Fig. 1: run 1, wire density map
Bar = 20 um. 16 x 16 tiles, from dark purple (low) to yellow (high), scaled to the fullest tile. Values are wire area over tile area, all layers added.
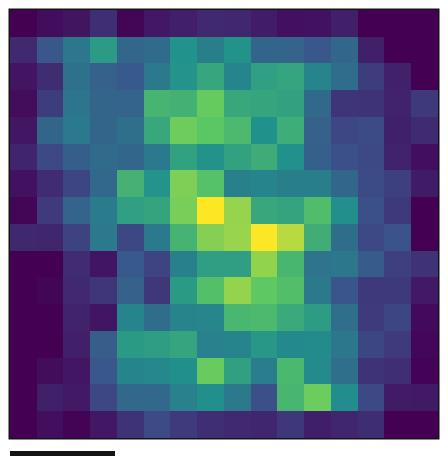
Fig. 2: run 1, sequential cells grouped by signal name
Other sequential cells in the stronger grey, the rest of the logic in the fainter grey.
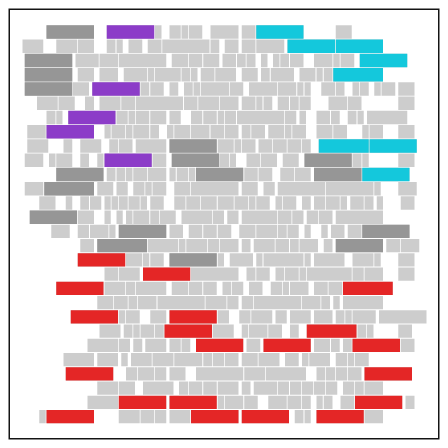
Fig. 3: run 1, metal 4
Bar = 20 um. Supply wires on this layer in grey.
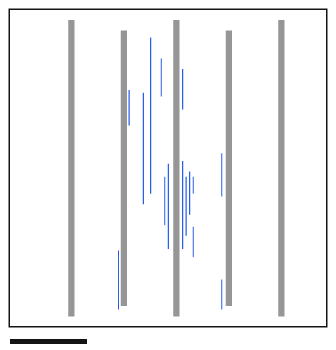
[src/rtl/lcd_switch_display.sv]
// lcd_switch_display: shows the current switch code as "SW:nn" on line 1 of
// an HD44780-style character LCD (8-bit bus, write only). Runs the power-on
// init once, then redraws whenever the code differs from what is on screen.
module lcd_switch_display #(
  parameter int CLK_HZ       = 50000000,
  parameter int INIT_WAIT_US = 15000,
  parameter int CMD_WAIT_US  = 40,
  parameter int CLR_WAIT_US  = 1640,
  parameter int EN_PULSE_CYC = 12
) (
  input  logic       clk,
  input  logic       rst,
  input  logic [4:0] code,
  output logic [7:0] lcd_data,
  output logic       lcd_rs,
  output logic       lcd_rw,
  output logic       lcd_en,
  output logic       lcd_on,
  output logic       busy,
  output logic       done
);

  localparam int CYC_PER_US = CLK_HZ / 1000000;
  localparam int INIT_CYC   = CYC_PER_US * INIT_WAIT_US;
  localparam int CMD_CYC    = CYC_PER_US * CMD_WAIT_US;
  localparam int CLR_CYC    = CYC_PER_US * CLR_WAIT_US;
  localparam int MAX_A      = (INIT_CYC > CLR_CYC) ? INIT_CYC : CLR_CYC;
  localparam int MAX_B      = (CMD_CYC > EN_PULSE_CYC) ? CMD_CYC : EN_PULSE_CYC;
  localparam int MAX_CYC    = (MAX_A > MAX_B) ? MAX_A : MAX_B;
  localparam int CW         = $clog2(MAX_CYC + 1);

  localparam logic [CW-1:0] INIT_LAST = CW'(INIT_CYC - 1);
  localparam logic [CW-1:0] CMD_LAST  = CW'(CMD_CYC - 1);
  localparam logic [CW-1:0] CLR_LAST  = CW'(CLR_CYC - 1);
  localparam logic [CW-1:0] EN_LAST   = CW'(EN_PULSE_CYC);

  typedef enum logic [2:0] {PWR_WAIT, INIT, LATCH, WRITE, FINISH, IDLE} state_t;
  typedef enum logic [1:0] {SETUP, PULSE, HOLD} sub_t;

  state_t        state_q;
  sub_t          sub_q;
  logic [2:0]    idx_q;
  logic [CW-1:0] cnt_q;
  logic [4:0]    snap_q, disp_q;
  logic [7:0]    data_q;
  logic          rs_q, en_q, busy_q, done_q;

  logic [7:0]    tens, ones, byte_sel;
  logic          rs_sel;
  logic [CW-1:0] hold_last;

  // Two ASCII digits for the latched code; out-of-range codes show "--".
  always_comb begin
    tens = 8'h2D;
    ones = 8'h2D;
    if (snap_q >= 5'd1 && snap_q <= 5'd9) begin
      tens = 8'h30;
      ones = 8'h30 + {3'b000, snap_q};
    end else if (snap_q >= 5'd10 && snap_q <= 5'd18) begin
      tens = 8'h31;
      ones = 8'h30 + {3'b000, snap_q} - 8'd10;
    end
  end

  // Byte to send for the current step of the init or redraw sequence.
  always_comb begin
    byte_sel = 8'h00;
    rs_sel   = 1'b0;
    if (state_q == INIT) begin
      case (idx_q)
        3'd0, 3'd1, 3'd2: byte_sel = 8'h38;
        3'd3:             byte_sel = 8'h0C;
        3'd4:             byte_sel = 8'h01;
        default:          byte_sel = 8'h06;
      endcase
    end else begin
      rs_sel = 1'b1;
      case (idx_q)
        3'd0: begin byte_sel = 8'h80; rs_sel = 1'b0; end
        3'd1: byte_sel = 8'h53;
        3'd2: byte_sel = 8'h57;
        3'd3: byte_sel = 8'h3A;
        3'd4: byte_sel = tens;
        default: byte_sel = ones;
      endcase
    end
  end

  // A clear-display command needs the long settle time; everything else the short one.
  always_comb hold_last = (data_q == 8'h01 && !rs_q) ? CLR_LAST : CMD_LAST;

  // Main sequencer: top-level phase plus SETUP/PULSE/HOLD byte-write sub-state.
  always_ff @(posedge clk or posedge rst) begin
    if (rst) begin
      state_q <= PWR_WAIT;
      sub_q   <= SETUP;
      idx_q   <= '0;
      cnt_q   <= '0;
      snap_q  <= '0;
      disp_q  <= '0;
      data_q  <= 8'h00;
      rs_q    <= 1'b0;
      en_q    <= 1'b0;
      busy_q  <= 1'b1;
      done_q  <= 1'b0;
    end else begin
      done_q <= 1'b0;
      case (state_q)
        PWR_WAIT: begin
          if (cnt_q == INIT_LAST) begin
            cnt_q   <= '0;
            sub_q   <= SETUP;
            idx_q   <= '0;
            state_q <= INIT;
          end else begin
            cnt_q <= cnt_q + CW'(1);
          end
        end
        INIT, WRITE: begin
          case (sub_q)
            SETUP: begin
              data_q <= byte_sel;
              rs_q   <= rs_sel;
              en_q   <= 1'b0;
              cnt_q  <= '0;
              sub_q  <= PULSE;
            end
            PULSE: begin
              // en goes high the cycle after SETUP and stays EN_PULSE_CYC cycles.
              if (cnt_q == EN_LAST) begin
                en_q  <= 1'b0;
                cnt_q <= '0;
                sub_q <= HOLD;
              end else begin
                en_q  <= 1'b1;
                cnt_q <= cnt_q + CW'(1);
              end
            end
            HOLD: begin
              if (cnt_q == hold_last) begin
                cnt_q <= '0;
                sub_q <= SETUP;
                if (idx_q == 3'd5) begin
                  idx_q   <= '0;
                  state_q <= (state_q == INIT) ? LATCH : FINISH;
                end else begin
                  idx_q <= idx_q + 3'd1;
                end
              end else begin
                cnt_q <= cnt_q + CW'(1);
              end
            end
            default: sub_q <= SETUP;
          endcase
        end
        LATCH: begin
          snap_q  <= code;
          idx_q   <= '0;
          sub_q   <= SETUP;
          state_q <= WRITE;
        end
        FINISH: begin
          disp_q  <= snap_q;
          done_q  <= 1'b1;
          busy_q  <= 1'b0;
          state_q <= IDLE;
        end
        IDLE: begin
          if (code != disp_q) begin
            busy_q  <= 1'b1;
            state_q <= LATCH;
          end
        end
        default: state_q <= PWR_WAIT;
      endcase
    end
  end

  assign lcd_data = data_q;
  assign lcd_rs   = rs_q;
  assign lcd_rw   = 1'b0;
  assign lcd_en   = en_q;
  assign lcd_on   = ~rst;
  assign busy     = busy_q;
  assign done     = done_q;

endmodule

[config.mk]
export PLATFORM = sky130hd
export DESIGN_NAME = lcd_switch_display
export DESIGN_NICKNAME = d
export VERILOG_FILES = /design/src/rtl/lcd_switch_display.sv
export SDC_FILE = /design/constraint.sdc
export NUM_CORES = 1
export LEC_CHECK = 0
export CAP_MARGIN = 40
export CORE_MARGIN = 2
export CORE_UTILIZATION = 54
export CTS_BUF_LIST = sky130_fd_sc_hd__clkbuf_16
export CTS_CLUSTER_DIAMETER = 120
export DETAILED_ROUTE_END_ITERATION = 6
export PLACE_DENSITY = 0.77
export SYNTH_ARGS = -nofsm -noshare
export SYNTH_HDL_FRONTEND = slang
export SYNTH_SLANG_ARGS = --single-unit
[constraint.sdc]
create_clock -name clk -period 1.9 [get_ports clk]
set_clock_uncertainty 0.05 [all_clocks]
set_input_delay 0.475 -clock clk [delete_from_list [all_inputs] [get_ports clk]]
set_output_delay 0.475 -clock clk [all_outputs]
set_load 0.03 [all_outputs]
==> results.sh, run 1 <==
# yosys + openroad results
export IMPL_antenna_cells=0
export IMPL_critPathCaptureType="register"
export IMPL_comb_area_mm2=0.00229
export IMPL_yosysMostFrequentCell="sky130_fd_sc_hd__dfrtp_1"
export IMPL_detailedPlacementHpwl_um=5770
export IMPL_top_area_cell="sky130_fd_sc_hd__dfrtp_1"
export IMPL_total_cell_area_reported_by_yosys_after_synthesis_mm2=0.00326
export IMPL_r2r_cells=8
export IMPL_finalSetupViolCount=26
export IMPL_yosys_register_bits=50
export IMPL_die_width_um=81.7
export IMPL_via_count_of_the_first_global_routing_pass=2821
export IMPL_seq_area_frac_synth_pct=38.4
export IMPL_globalRoute_totalOverflow=0
export IMPL_fin_ws_ns=-0.151
export IMPL_fin_hold_ws_ns=0.477
export IMPL_max_buffers_root_to_sink=2
export IMPL_drive_above_1_share_pct=39.8
export IMPL_firstDrtPassIters=6
export IMPL_dieHeight_um=81.7
export IMPL_crit_path_start="cnt_q[14]"
export IMPL_drt_wl_total_um=9920
export IMPL_slew_at_the_pin_with_the_worst_max_slew_slack_ns=0.645
export IMPL_worst_setup_hold_path_clk_slew_ns=0.07
export IMPL_place_detailed_instances=513
export IMPL_synth_area_mm2=0.00326
export IMPL_async_flop_share_pct=100
export IMPL_chip_area_mm2=0.00668
export IMPL_outcome="complete, but fails checks"
export IMPL_tritoncts="done"
export IMPL_max_cap_viol_count=0
export IMPL_antenna_violations_before_repair=0
export IMPL_layout_cells_non_filler=530
export IMPL_ant_nets=0
export IMPL_ys_cells=374
export IMPL_clock_sinks=50
export IMPL_violated_checks="negative setup slack"
export IMPL_core_util_floorplan_pct=55.4
export IMPL_dr_total_vias=3360
export IMPL_relSlewSlack_pct=57.0
export IMPL_required_arrival_time_at_the_worst_endpoint_ns=2.02
export IMPL_yosys_cell_types_count=66
export IMPL_hold_end="busy"
export IMPL_routed_via_density=6.34
export IMPL_ys_warnings_count=0
export IMPL_fmax_ghz=0.488
export IMPL_critPathMaxFanout=6
Back to the opening pictures, Fig. 1:
The mean over all tiles is 0.24. 11% of the tiles are nearly empty. The emptiest ninth of the die: south-west. The densest ninth of the die: centre. The fullest tile reaches 0.75. 24% of the tiles are over half the peak.

Back to the opening pictures, Fig. 2:
Key: red = cnt_q [sequential cells 20]; cyan = lcd_data [sequential cells 8, where north-east]; purple = snap_q [sequential cells 5, where north-west]
Another 17 sequential cells are not coloured.

Back to the opening pictures, Fig. 3:
The layer holds 2.3% of the routed length. The longest straight run is 40.1 um.

run 1: metrics by stage:
stage               total power [mW]  util [%]  instance area (um^2)  TNS (ns)
global placement                2.95      67.3                  3960     -1.11
detailed placement              2.98      67.3                  3960     -1.83
floorplan                       2.31         -                  3340         0
finish                          4.47      78.4                  4610     -3.08
global route                    4.65      78.4                  4610     -4.55
CTS                             3.93      71.2                  4190     -1.05
run 1: layer usage:
layer  part of all wire, %  global-route usage (%)  up-vias  wire length, um
li1                      -                       -     1504                -
met1                    44                    38.2     1624             4360
met2                    47                    39.6      202             4660
met3                   6.7                    3.63       30              669
met4                   2.3                    6.67        0              224
met5                     0                       0        -                0
run 1: worst max-delay path, cell delays in order, from the launching register on:
cell and delay, ns:
sky130_fd_sc_hd__dfrtp_1 0.44, sky130_fd_sc_hd__nor4_1 0.42, sky130_fd_sc_hd__nand4_1 0.18, sky130_fd_sc_hd__o21ai_0 0.19
sky130_fd_sc_hd__nand4_1 0.12, sky130_fd_sc_hd__buf_6 0.17, sky130_fd_sc_hd__nor2_4 0.15, sky130_fd_sc_hd__buf_6 0.17
sky130_fd_sc_hd__nor3_2 0.04
run 1: registers in the layout, indices dropped and copies added, names as in the netlist:
signal and cells:
lcd_data 8, disp_q 5, idx_q 3, sub_q 2, busy 1, done 1
lcd_en 1, state_q 3, snap_q 5, cnt_q 20, lcd_rs 1
run 1: final cells by class:
class | count | area share [%]
Multi-Input combinational cell | 287 | 49.6
Sequential cell | 50 | 27.3
Timing Repair Buffer | 96 | 16.9
Clock buffer | 5 | 2.71
Tap cell | 75 | 2.03
Inverter | 14 | 1.22
Clock inverter | 3 | 0.298
run 1: cell usage in the layout, fill, tap and decap left out, types with 9 or more instances in the layout:
master                            synthesis  final
sky130_fd_sc_hd__buf_4                    2     71
sky130_fd_sc_hd__dfrtp_1                 49     44
sky130_fd_sc_hd__nand2_1                 32     30
sky130_fd_sc_hd__nor2_1                  37     25
sky130_fd_sc_hd__o21ai_0                 28     23
sky130_fd_sc_hd__nand3_1                 19     16
sky130_fd_sc_hd__a21oi_1                 19     12
sky130_fd_sc_hd__inv_1                   14     10
sky130_fd_sc_hd__nor2_4                   0     10
sky130_fd_sc_hd__clkdlybuf4s50_1          0     10
sky130_fd_sc_hd__and3_1                  10      9
run 1: power breakdown:
group          internal, mW  switching (mW)  total [mW]
logic                 0.968            1.30        2.27
registers              1.19           0.139        1.33
clock network         0.479           0.394       0.873
run 1: cell families (layout without fill, tap and decap cells):
| kind of cell | Yosys count | in the layout | synth area share (%) |
|---|---|---|---|
| and+or+nand+nor | 170 | 170 | 28.5 |
| other | 1 | 1 | 0.115 |
| xor gates and xnor gates | 16 | 16 | 4.30 |
| muxes | 8 | 8 | 2.69 |
| buffers and inverters | 37 | 118 | 6.37 |
| AOI/OAI and AO/OA | 83 | 83 | 16.1 |
| DFF | 50 | 50 | 38.4 |
| adders and majority gates | 9 | 9 | 3.45 |
run 1: repair_timing:
item                       CTS  global route
pin swaps                   11            47
gates resized               27            88
setup endpoints to repair   38            33
buffers inserted             2             6
gates cloned                 1             0
==> run 1 -> run 2 <==
CORE_MARGIN = unset   (was 2)
==> results.sh, run 2 <==
# yosys + openroad results
export IMPL_firstDrtPassIters=5
export IMPL_antenna_violations_before_repair=0
export IMPL_layout_top_cell_excl_fill_tap="sky130_fd_sc_hd__buf_4"
export IMPL_fin_ws_ns=-0.147
export IMPL_r2r_cells=9
export IMPL_outcome="complete, but fails checks"
export IMPL_seq_area_frac_synth_pct=38.4
export IMPL_netSwitchingFraction_pct=39.6
export IMPL_finalSetupViolCount=26
export IMPL_layout_cell_area_non_filler_mm2=0.00459
export IMPL_seq_power_share_pct=28.3
export IMPL_required_arrival_time_at_the_worst_endpoint_ns=2.02
export IMPL_clock_sinks=50
export IMPL_ant_nets=0
export IMPL_die_width_um=79.7
export IMPL_power_combinational_fraction_pct=50.2
export IMPL_yosysMostFrequentCell="sky130_fd_sc_hd__dfrtp_1"
export IMPL_cellInternalPower_mw=2.82
export IMPL_netSwitchingPower_mw=1.85
export IMPL_place_detailed_instances=509
export IMPL_worst_setup_hold_path_clk_slew_ns=0.07
export IMPL_chip_area_mm2=0.00635
export IMPL_largest_register_ffs=20
export IMPL_async_flop_share_pct=100
export IMPL_max_cap_viol_count=0
export IMPL_violated_checks="negative setup slack"
export IMPL_yosys_cell_types_count=66
export IMPL_layout_cells_non_filler=527
export IMPL_ys_cells=374
export IMPL_top_area_cell="sky130_fd_sc_hd__dfrtp_1"
run 2: netlist changes by cell type in the layout (fill, tap and decap cells not counted), moves of 3 or more:
cell,change
sky130_fd_sc_hd__a21oi_2,+3
sky130_fd_sc_hd__nor2_2,+5
sky130_fd_sc_hd__nor2_4,-6
sky130_fd_sc_hd__nor3_2,-3
sky130_fd_sc_hd__nor3_4,+3
run 2: logic make-up (layout without fill, tap and decap cells):
family	count (synthesis)	after routing	share of synthesized area (%)
multiplexers	8	8	2.69
other	1	1	0.115
flip-flops	50	50	38.4
AND/OR/NAND/NOR	170	170	28.5
buffers and inverters	37	118	6.37
adder cells (fa/ha/maj)	9	9	3.45
AND-OR/OR-AND	83	83	16.1
XOR/XNOR	16	16	4.30
run 2: worst max-delay path by stage:
stage | endpoint | depth (start not counted) | start | slack [ns]
2_1_floorplan | lcd_data[3] | 8 | idx_q[1] | 0.001
3_5_place_dp | lcd_on | 3 | rst | -0.34
6_report | cnt_q[2] | 9 | cnt_q[1] | -0.15
4_1_cts | idx_q[2] | 6 | lcd_data[4] | -0.11
3_3_place_gp | lcd_on | 3 | rst | -0.34
5_1_grt | cnt_q[2] | 9 | lcd_data[6] | -0.22
run 2: layout make-up:
class / instances / area (um^2)
multi-input cells: 287 / 2230
well taps: 72 / 90.1
clock buffers: 5 / 125
inverters: 14 / 56.3
flip-flops and latches: 50 / 1260
clock inverters: 3 / 37.5
fillers: 331 / 1080
repair buffers: 96 / 788
run 2: metal layers:
layer	vias up	part of all wire [%]	GRT usage, %	wire (um)
met5	-	0	0	0
met4	0	2.1	8.73	197
met3	21	6.2	4.57	589
met2	157	48	48.7	4590
met1	1573	43	41.7	4100
li1	1499	-	-	-
run 2: timing repair:
action	CTS	global route
gates cloned	1	0
pin swaps	23	31
buffers inserted	5	4
setup endpoints to repair	40	41
resized	49	61
run 2: per-stage QoR:
stage,TNS [ns],hold slack (ns),worst slack [ns],utilization (%),total power [mW]
6_report,-2.93,0.470,-0.147,80.9,4.67
5_1_grt,-4.90,0.493,-0.223,80.9,4.90
4_1_cts,-1.75,0.472,-0.112,75.9,4.28
3_5_place_dp,-2.56,0.457,-0.343,69.6,3.00
3_3_place_gp,-1.67,0.442,-0.343,69.6,2.95
2_1_floorplan,0,0.451,0.00140,-,2.31
run 2: power groups by stage:
stage | clock network [mW] | logic [mW] | registers (mW)
2_1_floorplan | 0 | 0.916 | 1.40
3_3_place_gp | 0 | 1.63 | 1.32
3_5_place_dp | 0 | 1.67 | 1.33
4_1_cts | 1.02 | 1.95 | 1.32
5_1_grt | 1.05 | 2.51 | 1.34
6_report | 1.01 | 2.34 | 1.32
run 2: worst max-delay path, cell delays in order (launching register included):
cell and delay, ns:
sky130_fd_sc_hd__dfrtp_1 0.40, sky130_fd_sc_hd__ha_4 0.18, sky130_fd_sc_hd__and4_1 0.22, sky130_fd_sc_hd__and4_4 0.24, sky130_fd_sc_hd__a21o_1 0.13, sky130_fd_sc_hd__nand4_1 0.15, sky130_fd_sc_hd__buf_6 0.19, sky130_fd_sc_hd__nor2_4 0.14
sky130_fd_sc_hd__buf_8 0.16, sky130_fd_sc_hd__nor3_4 0.05
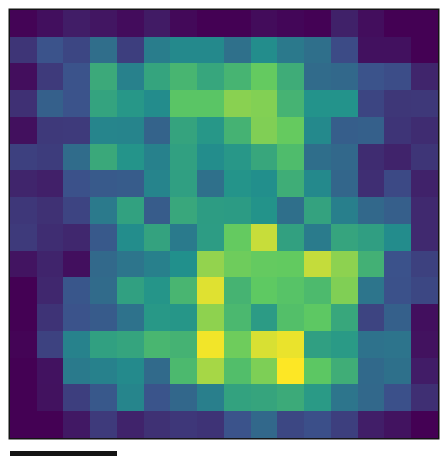
Fig. 4. Wire density map (run 2).
Bar = 20 um. 16 x 16 tiles, from dark purple (low) to yellow (high), scaled to the fullest tile. Values are wire area over tile area, all layers added.
The fullest tile reaches 0.63. The mean over all tiles is 0.24. 34% of the tiles are over half the peak. 6.2% of the tiles are nearly empty.

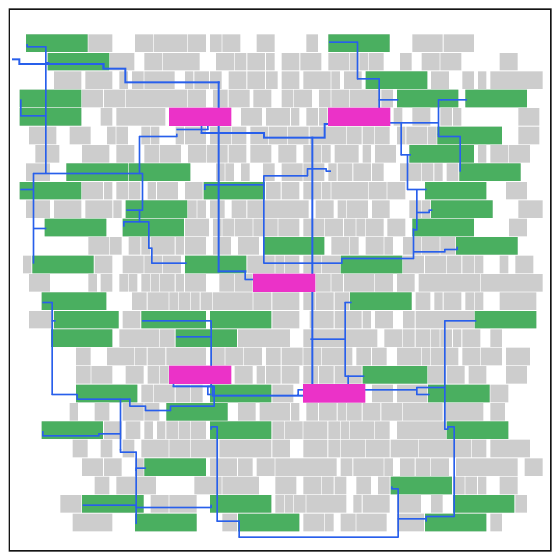
Fig. 5. Clock distribution (run 2).
Key: magenta = cells driving clock nets [count 5]; green = flip-flops [count 50]; blue = clock wires [length 665 um]
There are 6 routed clock nets. Position of the flops: all over the die.

==> run 2 -> run 3 <==
clock period = 1.7 ns   (was 1.9 ns; I/O delays follow)
==> results.sh, run 3 <==
# yosys + openroad results
export IMPL_outcome="complete, but fails checks"
export IMPL_violated_checks="negative setup slack"
export IMPL_route_top_layer_used="met4"
export IMPL_fin_ws_ns=-0.625
export IMPL_total_power_mw=6.29
export IMPL_area_sequential_mm2=0.00126
export IMPL_antenna_violations_before_repair=1
export IMPL_largest_register="cnt_q"
export IMPL_cpPeakStageDelay_ns=0.44
export IMPL_place_detailed_instances=542
export IMPL_ys_cells=374
export IMPL_slew_at_the_pin_with_the_worst_max_slew_slack_ns=0.664
export IMPL_total_cell_area_reported_by_yosys_after_synthesis_mm2=0.00326
export IMPL_firstDrtPassIters=6
export IMPL_dieHeight_um=79.7
export IMPL_fill_cells=230
export IMPL_ys_warnings_count=0
export IMPL_synth_area_mm2=0.00326
export IMPL_antenna_cells=0
export IMPL_critPathMaxFanout=6
export IMPL_die_width_um=79.7
export IMPL_top_area_cell="sky130_fd_sc_hd__dfrtp_1"
export IMPL_routed_via_density=7.10
export IMPL_tritoncts="done"
export IMPL_r2r_cells=8
export IMPL_cellInternalPower_mw=3.75
export IMPL_globalRoute_totalOverflow=0
export IMPL_layout_top_cell_excl_fill_tap="sky130_fd_sc_hd__buf_4"
export IMPL_required_arrival_time_at_the_worst_endpoint_ns=1.82
export IMPL_critical_path_n_buffers_inverters=2
export IMPL_core_util_floorplan_pct=57.5
export IMPL_final_cell_mix="sky130_fd_sc_hd__buf_4 (115), sky130_fd_sc_hd__dfrtp_1 (42), sky130_fd_sc_hd__nand2_1 (30)"
export IMPL_relSlewSlack_pct=55.7
export IMPL_via_count_of_the_first_global_routing_pass=3804
export IMPL_yosysMostFrequentCell="sky130_fd_sc_hd__dfrtp_1"
export IMPL_cell_family_with_the_largest_share_of_critical_path_delay="simple AND/OR/NAND/NOR gates"
export IMPL_max_cap_viol_count=0
export IMPL_max_buffers_root_to_sink=2
export IMPL_critical_path_slowest_cell="sky130_fd_sc_hd__dfrtp_1"
export IMPL_path_cells="nor3_2 -> and2_1 -> a21o_1 -> nand4_1 -> buf_6 -> nor2_4 -> buf_6 -> nor3_2"
export IMPL_detailedPlacementHpwl_um=6580
export IMPL_seq_power_share_pct=23.5
export IMPL_finalSetupViolCount=43
export IMPL_layout_cells_non_filler=580
run 3: cell count changes in the layout (fill, tap and decap cells not counted), moves of 4 or more:
cell	previous run	this run
sky130_fd_sc_hd__nor3_2	5	10
sky130_fd_sc_hd__a21oi_4	0	4
sky130_fd_sc_hd__buf_6	6	15
sky130_fd_sc_hd__buf_4	70	115
sky130_fd_sc_hd__o21ai_1	4	8
sky130_fd_sc_hd__a21oi_2	10	6
sky130_fd_sc_hd__o21ai_0	21	16
run 3: power groups by stage:
stage / logic (mW) / registers, mW / clock network [mW]
after floorplan: 1.06 / 1.56 / 0
final: 3.49 / 1.48 / 1.32
after detailed placement: 2.15 / 1.48 / 0
after global routing: 3.59 / 1.49 / 1.33
after global placement: 2.09 / 1.46 / 0
after CTS: 2.69 / 1.46 / 1.30
run 3: logic make-up (layout without fill, tap and decap cells):
kind of cell | Yosys count | after routing | synth area share, %
compound gates | 83 | 83 | 16.1
buf+inv | 37 | 171 | 6.37
simple gates | 170 | 170 | 28.5
mux | 8 | 8 | 2.69
fa+ha+maj | 9 | 9 | 3.45
xor+xnor | 16 | 16 | 4.30
flops | 50 | 50 | 38.4
other cells | 1 | 1 | 0.115
run 3: worst min-delay path by stage:
stage / end / slack [ns] / start / cells past startpoint
after floorplan: disp_q[2] / 0.45 / disp_q[2] / 1
after global placement: lcd_en / 0.45 / lcd_en / 2
after detailed placement: disp_q[2] / 0.47 / disp_q[2] / 1
after CTS: disp_q[2] / 0.48 / disp_q[2] / 1
after global routing: cnt_q[3] / 0.46 / rst / 3
final: cnt_q[3] / 0.40 / rst / 3
run 3: layout make-up:
class / instances / area share, %
multi-input cells: 287 / 45.2
flip-flops and latches: 50 / 24.6
repair buffers: 149 / 23.7
clock buffers: 5 / 2.44
well taps: 72 / 1.76
clock inverters: 3 / 1.24
inverters: 14 / 1.15
run 3: per-layer routing:
metal | vias up | global-route usage (%)
met4 | 0 | 22.4
met5 | - | 0
met2 | 436 | 60.1
met1 | 1935 | 48.7
li1 | 1613 | -
met3 | 132 | 10.6
run 3: worst register-to-register path, stage by stage, from the launching register on:
cell	delay [ns]
sky130_fd_sc_hd__dfrtp_1	0.44
sky130_fd_sc_hd__nor3_2	0.44
sky130_fd_sc_hd__and2_1	0.38
sky130_fd_sc_hd__a21o_1	0.20
sky130_fd_sc_hd__nand4_1	0.13
sky130_fd_sc_hd__buf_6	0.17
sky130_fd_sc_hd__nor2_4	0.17
sky130_fd_sc_hd__buf_6	0.18
sky130_fd_sc_hd__nor3_2	0.05
run 3: metrics by stage:
step,instance area (um^2),TNS [ns],utilization [%]
after floorplan,3400,-3.05,-
final,5130,-17.10,90.4
after CTS,4860,-5.92,85.6
after detailed placement,4250,-8.50,74.8
after global routing,5130,-17.84,90.4
after global placement,4250,-6.51,74.8
run 3: what timing repair did:
action	in CTS	in global routing
gates resized	91	52
setup endpoints to repair	51	48
pin swaps	45	28
buffers inserted	18	13
gates cloned	1	0
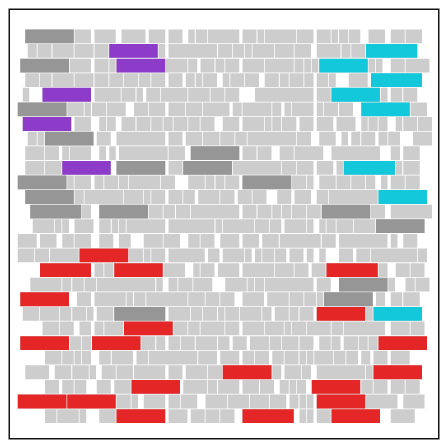
Fig. 6. Sequential cells grouped by signal name (run 3).
Other sequential cells in the stronger grey, the rest of the logic in the fainter grey.
Key: purple = snap_q [sequential cells 5, where north-west]; red = cnt_q [sequential cells 20]; cyan = lcd_data [sequential cells 8]
Another 17 sequential cells are not coloured.

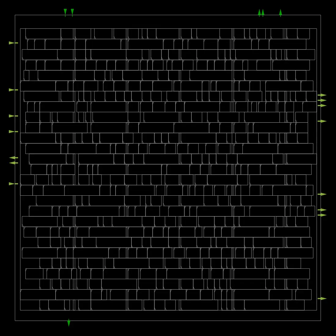
Fig. 7. Cell outlines without signal wires (run 3).
sequential share of cell area: 24.6%
total number of placement rows: 27

No activity file was given, so power comes from the tool's default toggle rates.
